## src/rtl/fib_pkg.sv

```systemverilog
// fib_pkg: shared types and constants for the two-phase dual-rail
// Fibonacci-style sequence generator.
//   fib_state_e  - controller states (IDLE, EMIT, WAIT_ACK, DONE)
//   MODE_*       - overflow behaviour selectors
//   RAIL_*       - dual-rail encoding: RAIL_NUM rails per bit. A transition
//                  on RAIL_ONE carries a 1 and a transition on RAIL_ZERO
//                  carries a 0.
//   rail_advance - toggles the rail that encodes one bit value
package fib_pkg;

    typedef enum logic [1:0] {
        IDLE     = 2'd0,
        EMIT     = 2'd1,
        WAIT_ACK = 2'd2,
        DONE     = 2'd3
    } fib_state_e;

    localparam int MODE_WRAP = 0;
    localparam int MODE_STOP = 1;

    localparam int RAIL_NUM  = 2;
    localparam int RAIL_ZERO = 0;
    localparam int RAIL_ONE  = 1;

    // Two-phase signalling: the rails are never returned to zero. Each token
    // flips exactly one rail of every bit.
    function automatic logic [RAIL_NUM-1:0] rail_advance(
        input logic [RAIL_NUM-1:0] rails,
        input logic                bit_v
    );
        logic [RAIL_NUM-1:0] r;
        r = rails;
        if (bit_v) begin
            r[RAIL_ONE] = ~rails[RAIL_ONE];
        end else begin
            r[RAIL_ZERO] = ~rails[RAIL_ZERO];
        end
        return r;
    endfunction

endpackage

```

## src/rtl/tp_ack_sync.sv

```systemverilog
// tp_ack_sync: brings the consumer's two-phase acknowledge into the clk
// domain and flags every transition it sees.
//   clk      - sampling clock
//   rst_n    - asynchronous active-low reset; clears all three flops
//   ack_i    - asynchronous two-phase acknowledge (one toggle per token)
//   ack_edge - one-cycle flag: the synchronised level changed (rise or fall)
module tp_ack_sync (
    input  logic clk,
    input  logic rst_n,
    input  logic ack_i,
    output logic ack_edge
);

    logic meta_q, meta_d;
    logic sync_q, sync_d;
    logic prev_q, prev_d;

    always_comb begin
        meta_d = ack_i;
        sync_d = meta_q;
        prev_d = sync_q;
    end

    always_ff @(posedge clk or negedge rst_n) begin
        if (!rst_n) begin
            meta_q <= 1'b0;
            sync_q <= 1'b0;
            prev_q <= 1'b0;
        end else begin
            meta_q <= meta_d;
            sync_q <= sync_d;
            prev_q <= prev_d;
        end
    end

    // Two-phase protocol: either polarity of change is one acknowledge.
    assign ack_edge = sync_q ^ prev_q;

endmodule

```

## src/rtl/fib_tp_sync.sv

```systemverilog
// fib_tp_sync: generates an ORDER-term additive sequence (2 = Fibonacci,
// 3 = tribonacci, ...) and delivers each term to an asynchronous consumer
// as a two-phase dual-rail token.
//   clk, rst_n - clock, asynchronous active-low reset
//   start      - level-sampled request; accepted only in IDLE or DONE
//   n_terms    - number of terms to emit (0 = unbounded), latched on start
//   ack_i      - consumer acknowledge, one toggle per token
//   out        - dual-rail term, [bit][rail]
//   busy, done - sequence running / finished
//   ovf        - sticky overflow, cleared on accepted start
//   dbg_state  - current controller state (fib_state_e encoding)
//
// Handshake: a token is valid when every bit has flipped exactly one rail.
// The next token is not sent until one ack_i transition has been seen. Ack
// transitions that arrive while a token is being emitted are counted and
// used later, so none are lost. Ack transitions in IDLE and DONE are
// dropped.
module fib_tp_sync
    import fib_pkg::*;
#(
    parameter int WIDTH = 32,
    parameter int ORDER = 2,
    parameter int MODE  = 0
) (
    input  logic                   clk,
    input  logic                   rst_n,
    input  logic                   start,
    input  logic [15:0]            n_terms,
    input  logic                   ack_i,
    output logic [WIDTH-1:0][1:0]  out,
    output logic                   busy,
    output logic                   done,
    output logic                   ovf,
    output logic [1:0]             dbg_state
);

    localparam int  SUM_W       = WIDTH + $clog2(ORDER);
    localparam bit  STOP_ON_OVF = (MODE == MODE_STOP);

    fib_state_e                          state_q, state_d;
    // hist_q[0] is the term emitted next. hist_q[ORDER-1] is the newest sum.
    logic [ORDER-1:0][WIDTH-1:0]         hist_q, hist_d;
    // hflag_q[i] marks a history entry whose sum overflowed when it was made.
    logic [ORDER-1:0]                    hflag_q, hflag_d;
    logic [WIDTH-1:0][RAIL_NUM-1:0]      rails_q, rails_d;
    logic [15:0]                         limit_q, limit_d;
    logic [15:0]                         emitted_q, emitted_d;
    logic [1:0]                          pend_q, pend_d;
    logic                                busy_q, busy_d;
    logic                                done_q, done_d;
    logic                                ovf_q, ovf_d;

    logic                                ack_edge;
    logic [SUM_W-1:0]                    sum;
    logic                                sum_ovf;
    logic [2:0]                          avail;

    tp_ack_sync u_ack_sync (
        .clk      (clk),
        .rst_n    (rst_n),
        .ack_i    (ack_i),
        .ack_edge (ack_edge)
    );

    always_comb begin
        sum = '0;
        for (int i = 0; i < ORDER; i++) begin
            sum = sum + SUM_W'(hist_q[i]);
        end
        sum_ovf = |sum[SUM_W-1:WIDTH];
    end

    always_comb begin
        state_d   = state_q;
        hist_d    = hist_q;
        hflag_d   = hflag_q;
        rails_d   = rails_q;
        limit_d   = limit_q;
        emitted_d = emitted_q;
        pend_d    = pend_q;
        busy_d    = busy_q;
        done_d    = done_q;
        ovf_d     = ovf_q;
        avail     = {1'b0, pend_q} + {2'b00, ack_edge};

        unique case (state_q)
            IDLE, DONE: begin
                // When start and an ack edge come together, the ack is
                // dropped and the start is taken.
                pend_d = '0;
                if (start) begin
                    for (int i = 0; i < ORDER; i++) begin
                        hist_d[i] = (i == ORDER - 1) ? WIDTH'(1) : '0;
                    end
                    hflag_d   = '0;
                    limit_d   = n_terms;
                    emitted_d = '0;
                    ovf_d     = 1'b0;
                    done_d    = 1'b0;
                    busy_d    = 1'b1;
                    state_d   = EMIT;
                end
            end

            EMIT: begin
                for (int b = 0; b < WIDTH; b++) begin
                    rails_d[b] = rail_advance(rails_q[b], hist_q[0][b]);
                end
                // Wrap mode: the truncated value goes out, and the flag is
                // raised when that value is emitted.
                if (hflag_q[0]) begin
                    ovf_d = 1'b1;
                end
                emitted_d = emitted_q + 16'd1;
                pend_d    = (avail > 3'd3) ? 2'd3 : avail[1:0];
                state_d   = WAIT_ACK;
            end

            WAIT_ACK: begin
                if (avail != 3'd0) begin
                    pend_d = 2'(avail - 3'd1);
                    if (limit_q != 16'd0 && emitted_q == limit_q) begin
                        busy_d  = 1'b0;
                        done_d  = 1'b1;
                        state_d = DONE;
                    end else if (STOP_ON_OVF && hflag_q[1]) begin
                        // The next term would be an overflowed sum, so it is
                        // not sent.
                        ovf_d   = 1'b1;
                        busy_d  = 1'b0;
                        done_d  = 1'b1;
                        state_d = DONE;
                    end else begin
                        for (int i = 0; i < ORDER - 1; i++) begin
                            hist_d[i]  = hist_q[i+1];
                            hflag_d[i] = hflag_q[i+1];
                        end
                        hist_d[ORDER-1]  = sum[WIDTH-1:0];
                        hflag_d[ORDER-1] = sum_ovf;
                        state_d          = EMIT;
                    end
                end
            end

            default: state_d = IDLE;
        endcase
    end

    always_ff @(posedge clk or negedge rst_n) begin
        if (!rst_n) begin
            state_q   <= IDLE;
            hist_q    <= '0;
            hflag_q   <= '0;
            rails_q   <= '0;
            limit_q   <= '0;
            emitted_q <= '0;
            pend_q    <= '0;
            busy_q    <= 1'b0;
            done_q    <= 1'b0;
            ovf_q     <= 1'b0;
        end else begin
            state_q   <= state_d;
            hist_q    <= hist_d;
            hflag_q   <= hflag_d;
            rails_q   <= rails_d;
            limit_q   <= limit_d;
            emitted_q <= emitted_d;
            pend_q    <= pend_d;
            busy_q    <= busy_d;
            done_q    <= done_d;
            ovf_q     <= ovf_d;
        end
    end

    assign out       = rails_q;
    assign busy      = busy_q;
    assign done      = done_q;
    assign ovf       = ovf_q;
    assign dbg_state = state_q;

endmodule

```

## config.mk

```make
export PLATFORM = sky130hd
export DESIGN_NAME = fib_tp_sync
export DESIGN_NICKNAME = d
export VERILOG_FILES = /design/src/rtl/fib_pkg.sv /design/src/rtl/tp_ack_sync.sv /design/src/rtl/fib_tp_sync.sv
export SDC_FILE = /design/constraint.sdc
export NUM_CORES = 1
export LEC_CHECK = 0
export ABC_AREA = 1
export CAP_MARGIN = 10
export CORE_MARGIN = 2
export CORE_UTILIZATION = 44
export CTS_CLUSTER_DIAMETER = 30
export DETAILED_ROUTE_END_ITERATION = 8
export PLACE_DENSITY_LB_ADDON = 0.2
export REMOVE_ABC_BUFFERS = 1
export SYNTH_ARGS = -nofsm -noshare
export SYNTH_HDL_FRONTEND = slang
export SYNTH_HIERARCHICAL = 1
export SYNTH_SLANG_ARGS = --single-unit
```

## constraint.sdc

```tcl
create_clock -name clk -period 2.2 [get_ports clk]
set_input_delay 0.66 -clock clk [delete_from_list [all_inputs] [get_ports clk]]
set_output_delay 0.66 -clock clk [all_outputs]
set_load 0.02 [all_outputs]
```

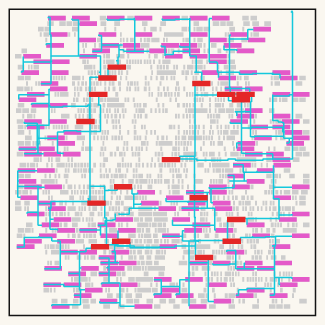
(run_1/clock_wires.png)
Drawn at 2 px/um.
[red] clock-net drivers | count: 17
[cyan] clock wires | length: 2310 um
[magenta] flip-flops | count: 172
flops lie: widely spread
Clk. pwr: 2820 uW
clk_lat worst skew: 0.44 ns
Clock Skew: 0.0177 ns

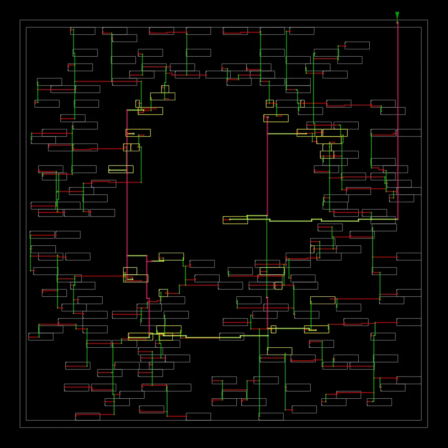
(run_1/clock_nets.png)
Layout clock buffers: 23
Num Clock Sinks: 172

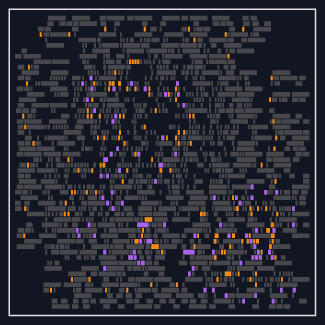
(run_1/gates.png)
Drawn at 2 px/um.
| color | family | cells |
|---|---|---|
| purple | aoi and oai cells | 81 |
| orange | nor cells | 131 |
combinational share of cell area: 0.388
Non-Filler Instances: 1768
most common library cell in the layout ignoring fill and taps: nand2_1

run 1: final cells by class:
cell class	count	area, um2
inverters	177	664
repair buffers	161	1700
fillers	2000	9340
clock inverters	8	61.3
flip-flops and latches	172	4300
multi-input cells	947	4800
clock buffers	23	478
well taps	280	350
run 1: power groups by stage:
stage	Clock (uW)	Combinational [uW]	Sequential [uW]
6_report	2820	5560	4170
5_1_grt	3010	6050	4240
4_1_cts	2890	5430	4170
3_5_place_dp	0	4570	4210
3_3_place_gp	0	4490	4200
2_1_floorplan	0	2010	4590
run 1: kinds of logic after synthesis:
family                   synth area share
AND/OR/NAND/NOR                     0.306
AND-OR/OR-AND                      0.0452
buffers and inverters              0.0809
adder cells (fa/ha/maj)            0.0558
XOR/XNOR                           0.0678
flip-flops                          0.445
run 1: metrics by stage:
| stage | instance area (um2) | hold slack (ns) | utilization | setup WS [ns] |
|---|---|---|---|---|
| final | 12400 | 0.106 | 0.569 | -0.126 |
| after global routing | 12400 | 0.124 | 0.569 | -0.227 |
| after CTS | 12200 | 0.113 | 0.563 | -0.0519 |
| after detailed placement | 11300 | 0.338 | 0.523 | -0.171 |
| after global placement | 11300 | 0.333 | 0.523 | -0.0928 |
| after floorplan | 9560 | 0.331 | - | -1.33 |
run 1: worst paths after layout:
kind / startpoint / endpoint / cells after the start
max in group asynchronous: rst_n / hist_q[45] / 2
max: u_ack_sync/prev_q / hist_q[54] / 17
max reg2reg: u_ack_sync/prev_q / hist_q[54] / 17
min in group clk: u_ack_sync/meta_q / u_ack_sync/prev_d / 0
min reg2reg: u_ack_sync/meta_q / u_ack_sync/prev_d / 0
min: rst_n / limit_q[6] / 1
run 1: state kept, by name (all words and copies together) (netlist names), 2 cells and up:
name,flops
limit_q,16
hist_q,64
dbg_state,2
hflag_q,2
emitted_q,16
out,64
pend_q,2
run 1: routing by layer:
layer,GRT usage,up-vias,share of wire,routed length (um)
li1,-,4352,-,-
met1,0.311,3999,0.50,12200
met2,0.338,172,0.45,11100
met3,0.0284,25,0.036,884
met4,0.0547,0,0.013,310
met5,0,-,0,0
run 1: cells in the final DEF, fill, tap and decap left out, types with 3 or more instances in the layout:
cell type and count:
nand2_1 519, dfrtp_1 172, inv_1 169, nor2_1 112
clkdlybuf4s50_1 86, buf_4 53, xor2_1 41, nand3_1 38
o21ai_0 37, a21oi_1 37, ha_1 36, xnor2_1 34
nand2_2 23, clkbuf_16 19, nand4_1 15, nor3_1 12
buf_12 11, inv_2 8, nand3_2 8, and2_1 4
nand3b_1 4, clkinvlp_4 4, buf_16 4, buf_6 4
nor4_1 3, ha_4 3, clkbuf_8 3, clkbuf_1 3
run 1: worst register-to-register path: stages, from the launching register on:
cell and delay, ns:
dfrtp_1 0.40, nand2_1 0.09, nand2_2 0.07, ha_4 0.17
ha_4 0.26, inv_2 0.04, ha_4 0.15, nand3_2 0.07
inv_2 0.05, nor2_4 0.12, inv_2 0.05, a21oi_2 0.10
buf_4 0.13, o21ai_4 0.11, buf_12 0.17, buf_16 0.14
nand2_2 0.05, nand2_1 0.04
run 1: what timing repair did:
item / in CTS / in global routing
setup endpoints to repair: 68 / 72
buffers inserted: 9 / 2
pin swaps: 0 / 11
cloned: 6 / 1
resized: 25 / 38
==> GITHUB_STEP_SUMMARY, run 1 <==
### Metrics collected by this job

| Metric | Value |
|---|---|
| Final total power | `12500 uW` |
| DRT Wirelength | `24500 um` |
| Final Setup Violations | `66` |
| Worst Hold Class | `input pin to asynchronous set/reset pin` |
| Worst Tran Pin Value | `0.498 ns` |
| DP Wirelength | `17300 um` |
| CTS Hold Bufs | `0` |
| Vias in the first global route | `8035` |
| Share of layout cells above drive strength 1 | `0.106` |
| Port bufs | `88` |
| Nets | `1538` |
| Pwr/cell area | `1020 mW/mm2` |
| Core utilization at floorplan | `0.446` |
| Detail Route Antenna Nets | `0` |
| Cts bufs inserted | `17` |
| Final Hold Violating Endpoints | `0` |
| # rows | `54` |
| #FFs+latches synth | `172` |
| Main flop type | `dfrtp_1` |
| Cells along the critical path | `nand2_1, nand2_2, ha_4, ha_4, inv_2, ha_4, nand3_2, inv_2, nor2_4, inv_2, a21oi_2, buf_4, o21ai_4, buf_12, buf_16, nand2_2, nand2_1` |
| Final Critical Period | `2.33 ns` |
| Clock share of power | `0.224` |
| Die Span X | `152 um` |
| Status | `complete, but fails checks` |
| Slowest CP cell | `dfrtp_1` |
| Worst EP required | `2.51 ns` |
| VDD IR-drop max | `0.000565 V` |
| Kind of critical path | `flip-flop to flip-flop` |
| Worst setup margin | `-0.126 ns` |
| Register share after synthesis | `0.445` |
| DRC Markers | `0` |
| Slew margin rel. | `0.668` |
| Dpl cells | `1721` |
| Failing checks | `setup timing` |
| H-tree levels | `4` |
| Most frequent cells after synthesis | `nand2_1, inv_1, dfrtp_1, nor2_1, nand3_1` |
--- run 2 (diff from run 1) ---
- CAP_MARGIN: 10 -> 20
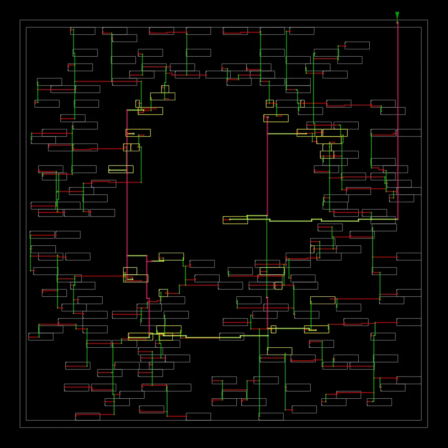
(run_2/clock_nets.png)
FF+latch count: 172
cts bufs inserted: 17

==> GITHUB_STEP_SUMMARY, run 2 <==
### Metrics collected by this job

| Metric | Value |
|---|---|
| Worst Tran Pin Value | `0.498 ns (unchanged)` |
| VDD IR-drop max | `0.000565 V (unchanged)` |
| DRT Wirelength | `24500 um (unchanged)` |
| Final Critical Period | `2.33 ns (unchanged)` |
| Clock Skew | `0.0177 ns (unchanged)` |
| Share of layout cells above drive strength 1 | `0.106 (unchanged)` |
| Final Setup Violations | `66 (unchanged)` |
| Num Clock Sinks | `172 (unchanged)` |
| Most frequent cells after synthesis | `nand2_1, inv_1, dfrtp_1, nor2_1, nand3_1` |
| R2r startpoint | `u_ack_sync/prev_q` |
| # rows | `54 (unchanged)` |
| #FFs+latches synth | `172 (unchanged)` |
| Slowest CP cell | `dfrtp_1` |
| Fill cells | `2000 (unchanged)` |
| Failing checks | `setup timing` |
| Kind of critical path | `flip-flop to flip-flop` |
| Worst setup margin | `-0.126 ns (unchanged)` |
| Most instantiated logic cells after routing | `nand2_1, dfrtp_1, inv_1` |
| Port bufs | `88 (unchanged)` |
| DRC Markers | `0 (unchanged)` |
| CTS Hold Bufs | `0 (unchanged)` |
| Non-Filler Instances | `1768 (unchanged)` |
| GR Layer Usage met2 | `0.338 (unchanged)` |
| Nets | `1538 (unchanged)` |
| Worst Hold Class | `input pin to asynchronous set/reset pin` |
| FF-to-FF End | `hist_q[54]` |
| Status | `complete, but fails checks` |
| Cells along the critical path | `nand2_1, nand2_2, ha_4, ha_4, inv_2, ha_4, nand3_2, inv_2, nor2_4, inv_2, a21oi_2, buf_4, o21ai_4, buf_12, buf_16, nand2_2, nand2_1` |
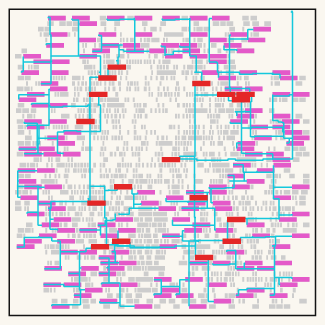
(run_2/clock_wires.png)
Drawn at 2 px/um.
clock share of power: 0.224

==> run 2: cell counts after synthesis <==
Identical to the previous run, type by type.
==> run 2: layer usage <==
metal / vias to the layer above / routed length (um)
met5: - / 0
met3: 25 / 884
met2: 172 / 11100
li1: 4352 / -
met4: 0 / 310
met1: 3999 / 12200
==> run 2: layout make-up <==
type / count / area, um2 / area share
timing repair buffer: 161 / 1700 / 0.137
tap: 280 / 350 / 0.0284
clock buffer: 23 / 478 / 0.0387
sequential: 172 / 4300 / 0.348
inverter: 177 / 664 / 0.0538
multi-input combinational: 947 / 4800 / 0.388
clock inverter: 8 / 61.3 / 0.00496
==> run 2: stage by stage <==
step,TNS [ns],cell area (um2),hold WS [ns],setup WS (ns),utilization
2_1_floorplan,-83.47,9560,0.331,-1.33,-
3_3_place_gp,-4.78,11300,0.333,-0.0928,0.523
3_5_place_dp,-9.60,11300,0.338,-0.171,0.523
6_report,-3.41,12400,0.106,-0.126,0.569
4_1_cts,-0.489,12200,0.113,-0.0519,0.563
5_1_grt,-10.98,12400,0.124,-0.227,0.569
==> run 2: repair_timing <==
action                     4_1_cts  5_1_grt
buffers inserted                 9        2
pin swaps                        0       11
gates cloned                     6        1
resized                         25       38
setup endpoints to repair       68       72
==> run 2: worst max-delay path by stage <==
stage / from / to / cells after the start
floorplan: u_ack_sync/prev_d / hist_q[49] / 13
global placement: start / emitted_q[11] / 10
detailed placement: u_ack_sync/prev_d / hist_q[56] / 16
CTS: u_ack_sync/prev_d / hist_q[63] / 17
global route: u_ack_sync/prev_d / hist_q[54] / 18
finish: u_ack_sync/prev_q / hist_q[54] / 17
==> run 2: power by group <==
group          switching [uW]  leakage [uW]  internal [uW]
registers                 404       0.00228           3770
logic                    3080       0.00404           2480
clock network            1280      0.000252           1540
total                    4770       0.00657           7780
==> run 2: worst max-delay path: cells and delay by family, from the launching register on <==
family | cells | cell delay [ns]
AND/OR/NAND/NOR | 6 | 0.43
adder cells (fa/ha/maj) | 3 | 0.57
buffers and inverters | 6 | 0.57
AND-OR/OR-AND | 2 | 0.21
flip-flops | 1 | 0.40
==> run 2: logic make-up after synthesis <==
kind of cell	after synthesis	synth area share
adders and majority gates	42	0.0558
AOI/OAI and AO/OA	83	0.0452
buffers and inverters	201	0.0809
and+or+nand+nor	747	0.306
xor gates and xnor gates	75	0.0678
DFF	172	0.445
Power is estimated from default activity; no workload was simulated.
